Design hs_fifo_wr_arb, sky130hd; sources not shown.
Figure 1. Cell density map (run 1).
Bar = 10 microns. 9 x 9 tiles, from dark blue (low) to red (high), 0 to 100% covered.
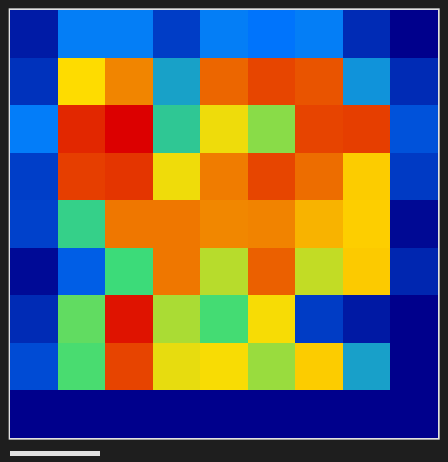
emptiest ninth of the die: south-east
nearly empty tiles: 16%
densest ninth of the die: centre
fullest tile: 100%
placeable core area: 1560 sq um
Finished Core Util: 68.5%
floorplan core density: 46.1%

Figure 2. Congestion heat map (run 1).
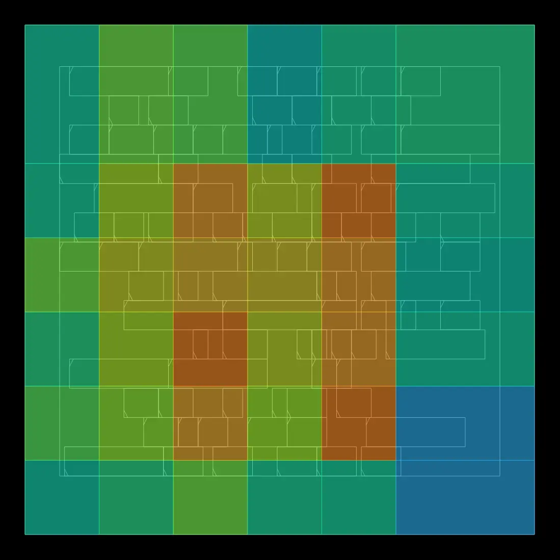
post-DR wirelength/cell: 16.5 microns
global-route usage over all layers: 17.3%
Global Route met3 Usage: 2.30%
met2 Use GR: 26.7%

Figure 3. Signal metal coverage by tile (run 1).
Bar = 10 microns. 9 x 9 tiles, from dark blue (low) to red (high), scaled to the fullest tile. Values are wire area over tile area, all layers added.
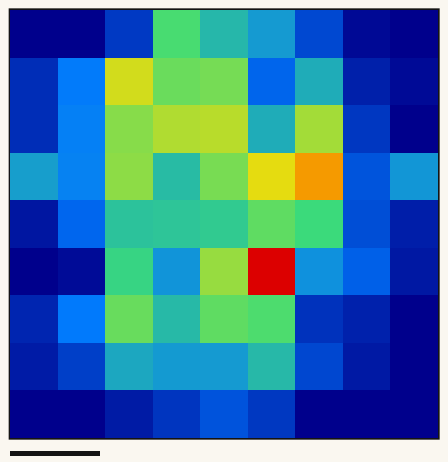
nearly empty tiles: 16%
densest ninth of the die: centre
tiles over half the peak: 22%
Routed Wire Length: 1780 microns
total number of vias: 621

==> impl_metrics.ini, run 1 <==
; generated from flow reports
[cells_and_area]
layout.cells.most_common = clkdlybuf4s50_1
antenna_cells_inserted = 0
drive_above_1_share_pct = 16.3
clockNetworkAreaShare_pct = 2.46
non_clock_buffer_count = 32
seq_area_share_pct = 37.6
n_sequential_cell = 16
non_clock_buffer_area_fraction_after_layout_pct = 30.0

[setup_path]
reg2reg_depth = 3
path_depth = 1
critPathLaunchType = flop
critical_path.cell_chain = clkdlybuf4s50_1
crit_type = flop to output port
worstPathBufferInverterCount = 1
regToRegSetupSlack_ns = 2.58

[run]
tool_warnings = 26
max-cap-violations = 0

[cts]
cts.path.max_buffers = 2
tritoncts.num_buffers = 3
htree_depth = 1
cts_hold_buffers = 0
cts-root-buf = clkbuf_4

[place]
globalplace.congestion = 0.755
detailed_place_hpwl_microns = 1360

[timing]
fmaxAchievable_ghz = 0.527
worstMarginPinSlew_ns = 0.696
timing.slew.headroom_pct = 53.5
min_period_over_period_pct = 46.3
hold_viol_final = 0
final.min_clock_period_ns = 1.90

[yosys]
netlist_instances = 58
synth_flops = 16
ys_seq_share_pct = 55.8
synth-area-yosys_sq_um = 719
synth_cell_type_count = 22
synth-warning-count = 0
post-synth-top-area-fraction_pct = 52.2
syn_area_per_cell_sq_um = 12.4
yosys.area.top_type = dfrtp_1

[floorplan]
vertical_die_dimension_microns = 47.4
rows = 14

[drt]
drt_first_iter_violations = 19
firstDrtPassIters = 5

[worst_hold_path]
worst_hold_path_class = flop to flop

[global_routing]
grt_pass1_wl_microns = 2680
globalRoute.busiestLayer = met2

[pwr]
p_leak_nw = 0.438
peakVddDrop_uv = 488

[status]
status = finished, final reports clean
-- run 1: report_power, final --
part	switching, mW	leakage [nW]	internal (mW)	total, mW
clock	0.0503	0.0150	0.0378	0.0882
combinational	0.297	0.244	0.207	0.504
sequential	0.0586	0.179	0.235	0.293
total	0.406	0.438	0.479	0.886
-- run 1: per-layer routing --
layer	share of wire [%]	vias to the layer above
met4	0.79	0
li1	-	293
met2	50	21
met3	2.7	2
met1	47	305
met5	0	-
-- run 1: per-stage QoR --
| step | cells | cell area [sq um] | setup WS (ns) | util (%) |
|---|---|---|---|---|
| 3_3_place_gp | 104 | 1040 | 2.21 | 66.8 |
| 3_5_place_dp | 104 | 1040 | 2.23 | 66.8 |
| 4_1_cts | 108 | 1070 | 2.20 | 68.5 |
| 2_1_floorplan | 58 | 719 | 2.80 | - |
| 6_report | 108 | 1070 | 2.20 | 68.5 |
| 5_1_grt | 108 | 1070 | 2.16 | 68.5 |
-- run 1: cells in the mapped netlist --
master and instances:
o31a_1 1, nor3_1 1, buf_6 1, o22ai_1 1
or3_1 1, and2b_2 1, mux2_2 1, nand2b_1 1
a21oi_1 2, a21o_2 1, nand3_1 2, dfstp_2 1
buf_4 1, o21ai_0 1, inv_1 3, mux2i_1 1
dfrtp_1 15, nand2_1 1, o2bb2ai_1 3, o21bai_1 8
o221a_2 8, nor2_1 3
-- run 1: logic make-up after synthesis --
kind of cell / Yosys count / share of synthesized area [%]
AND-OR/OR-AND: 25 / 29.9
buffers and inverters: 5 / 4.17
flip-flops: 16 / 55.8
multiplexers: 2 / 2.96
AND/OR/NAND/NOR: 10 / 7.13
==> run 2, diff against run 1 <==
--- a/config.mk
+++ b/config.mk
@@ -6,9 +6,9 @@
 export NUM_CORES = 1
 export LEC_CHECK = 0
 export CORE_MARGIN = 3
-export CORE_UTILIZATION = 42
+export CORE_UTILIZATION = 39
 export DETAILED_ROUTE_END_ITERATION = 16
-export PLACE_DENSITY = 0.81
+export PLACE_DENSITY = 0.76
 export SETUP_SLACK_MARGIN = 0.02
 export SYNTH_ARGS = -nofsm -noshare
 export SYNTH_HDL_FRONTEND = slang
==> constraint.sdc (replaced) <==
create_clock -name clk -period 1.84 [get_ports clk]
set_input_delay 0.184 -clock clk [delete_from_list [all_inputs] [get_ports clk]]
set_output_delay 0.184 -clock clk [all_outputs]
set_load 0.05 [all_outputs]
Figure 4. Signal metal coverage by tile (run 2).
Bar = 10 microns. 10 x 10 tiles, from dark blue (low) to red (high), scaled to the fullest tile. Values are wire area over tile area, all layers added.
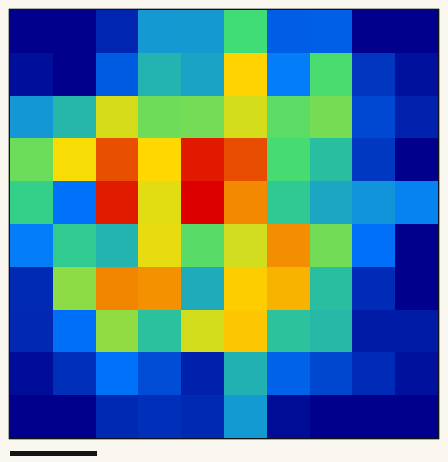
nearly empty tiles: 13%
mean over tiles: 0.11
densest ninth of the die: centre
fullest tile: 0.32
tiles over half the peak: 33%
emptiest ninth of the die: south-east
post-DR wirelength/cell: 15.1 microns
Routed Wire Length: 1780 microns
total number of vias: 611
global-route usage over all layers: 15.3%

==> run 2 against run 1 <==
Cell count is 9.3% higher. Total power grew 130%. Synthesized cell count did not move. Via count fell by 1.6%. Design area is 3.3% higher. Critical endpoint unchanged. Largest power group unchanged.
==> impl_metrics.ini, run 2 <==
; generated from flow reports
[cts]
htree_depth = 1
cts.path.max_buffers = 2
cts_hold_buffers = 0
tritoncts.num_buffers = 3
cts-root-buf = clkbuf_4

[yosys]
top_cell = dfrtp_1
synth-warning-count = 0
postSynth.asyncResetShare_pct = 100
ys.flop_type = dfrtp_1
synth_cell_type_count = 22
edf_count = 0
synth-area-yosys_sq_um = 719
ys_seq_share_pct = 55.8
post-synth-top-area-fraction_pct = 52.2
yosys.area.top_type = dfrtp_1
syn_area_per_cell_sq_um = 12.4
top_cells_by_count = dfrtp_1 (15), o21bai_1 (8), o221a_2 (8)
synth_flops = 16

[setup_path]
worstPathBufferInverterCount = 1
critical_path.cell_chain = clkdlybuf4s50_1
critPathLaunchType = flop
reg2reg_depth = 3
regToRegSetupSlack_ns = 0.29
crit_type = flop to output port
path_depth = 1

[place]
dp_worst_setup_slack_ns = 0.164
globalplace.congestion = 0.793
postPlaceCellArea_sq_um = 1070

[timing]
fmaxAchievable_ghz = 0.601
timing.slew.headroom_pct = 66.3
min_period_over_period_pct = 90.5
final.setup.worst_slack_ns = 0.176
hold_viol_final = 0
worstMarginPinSlew_ns = 0.503
fin_tns_setup_ns = 0

[cells_and_area]
layout.cells.most_common = clkdlybuf4s50_1
flow.area_growth_from_synthesis_pct = 53.2
antenna_cells_inserted = 0
drive_above_1_share_pct = 19.1
final_cell_area_sq_um = 1100

[drt]
vias_per_cell = 5.18
firstDrtPassIters = 4
drt_first_iter_violations = 7

[run]
tool_warnings = 26
max-cap-violations = 0

[floorplan]
vertical_die_dimension_microns = 49.0
die.size.x_microns = 49.0
rows = 14

[worst_hold_path]
worst_hold_path_class = input port to asynchronous set/reset pin

[status]
status = finished, final reports clean

[pwr]
p_leak_nw = 0.454
peakVddDrop_uv = 1050
Figure 5. Cell density map (run 2).
Bar = 10 microns. 10 x 10 tiles, from dark blue (low) to red (high), 0 to 100% covered.
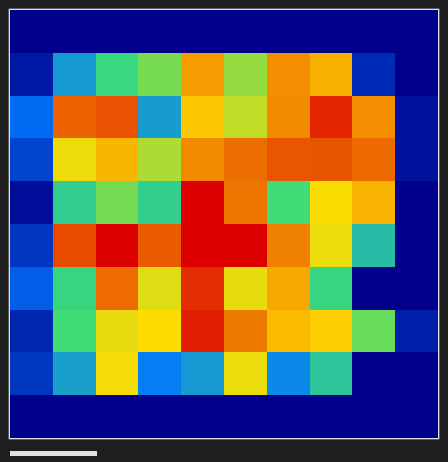
mean over tiles: 45%
emptiest ninth of the die: south-east
densest ninth of the die: centre
tiles over 75% full: 31%
nearly empty tiles: 27%
fullest tile: 100%
placeable core area: 1610 sq um
Finished Core Util: 68.4%
floorplan core density: 44.6%

run 2: kinds of logic (layout without fill, tap and decap cells):
| group | count (synthesis) | in the layout | synth area share, % |
|---|---|---|---|
| compound gates | 25 | 25 | 29.9 |
| flops | 16 | 16 | 55.8 |
| simple gates | 10 | 10 | 7.13 |
| buf+inv | 5 | 41 | 4.17 |
| mux | 2 | 2 | 2.96 |
run 2: power breakdown:
part	internal, mW	total, mW	switching [mW]
sequential	0.523	0.646	0.123
clock	0.120	0.232	0.112
combinational	0.464	1.13	0.664
total	1.11	2.01	0.899
run 2: layer usage:
layer	vias up	GRT usage [%]	routed length (microns)
met5	-	0	0
met4	0	2.84	0
met3	0	4.59	57
met2	12	24.4	963
met1	305	20.5	755
li1	294	-	-
run 2: cell type report:
| cell class | instances | area [sq um] |
|---|---|---|
| clock buffer | 4 | 36.3 |
| fill | 132 | 509 |
| inverter | 3 | 11.3 |
| multi-input combinational | 37 | 288 |
| sequential | 16 | 402 |
| tap | 24 | 30.0 |
| timing repair buffer | 34 | 335 |
run 2: metrics by stage:
step                      instances  utilization [%]  total power, mW  hold WS [ns]
after global routing            118             68.4             2.11         0.220
after floorplan                  58                -             1.41        -0.112
after global placement          114             66.1             1.77         0.495
after detailed placement        114             66.1             1.79         0.496
after CTS                       118             68.4             2.02         0.206
final                           118             68.4             2.01         0.200
No activity file was given, so power comes from the tool's default toggle rates.
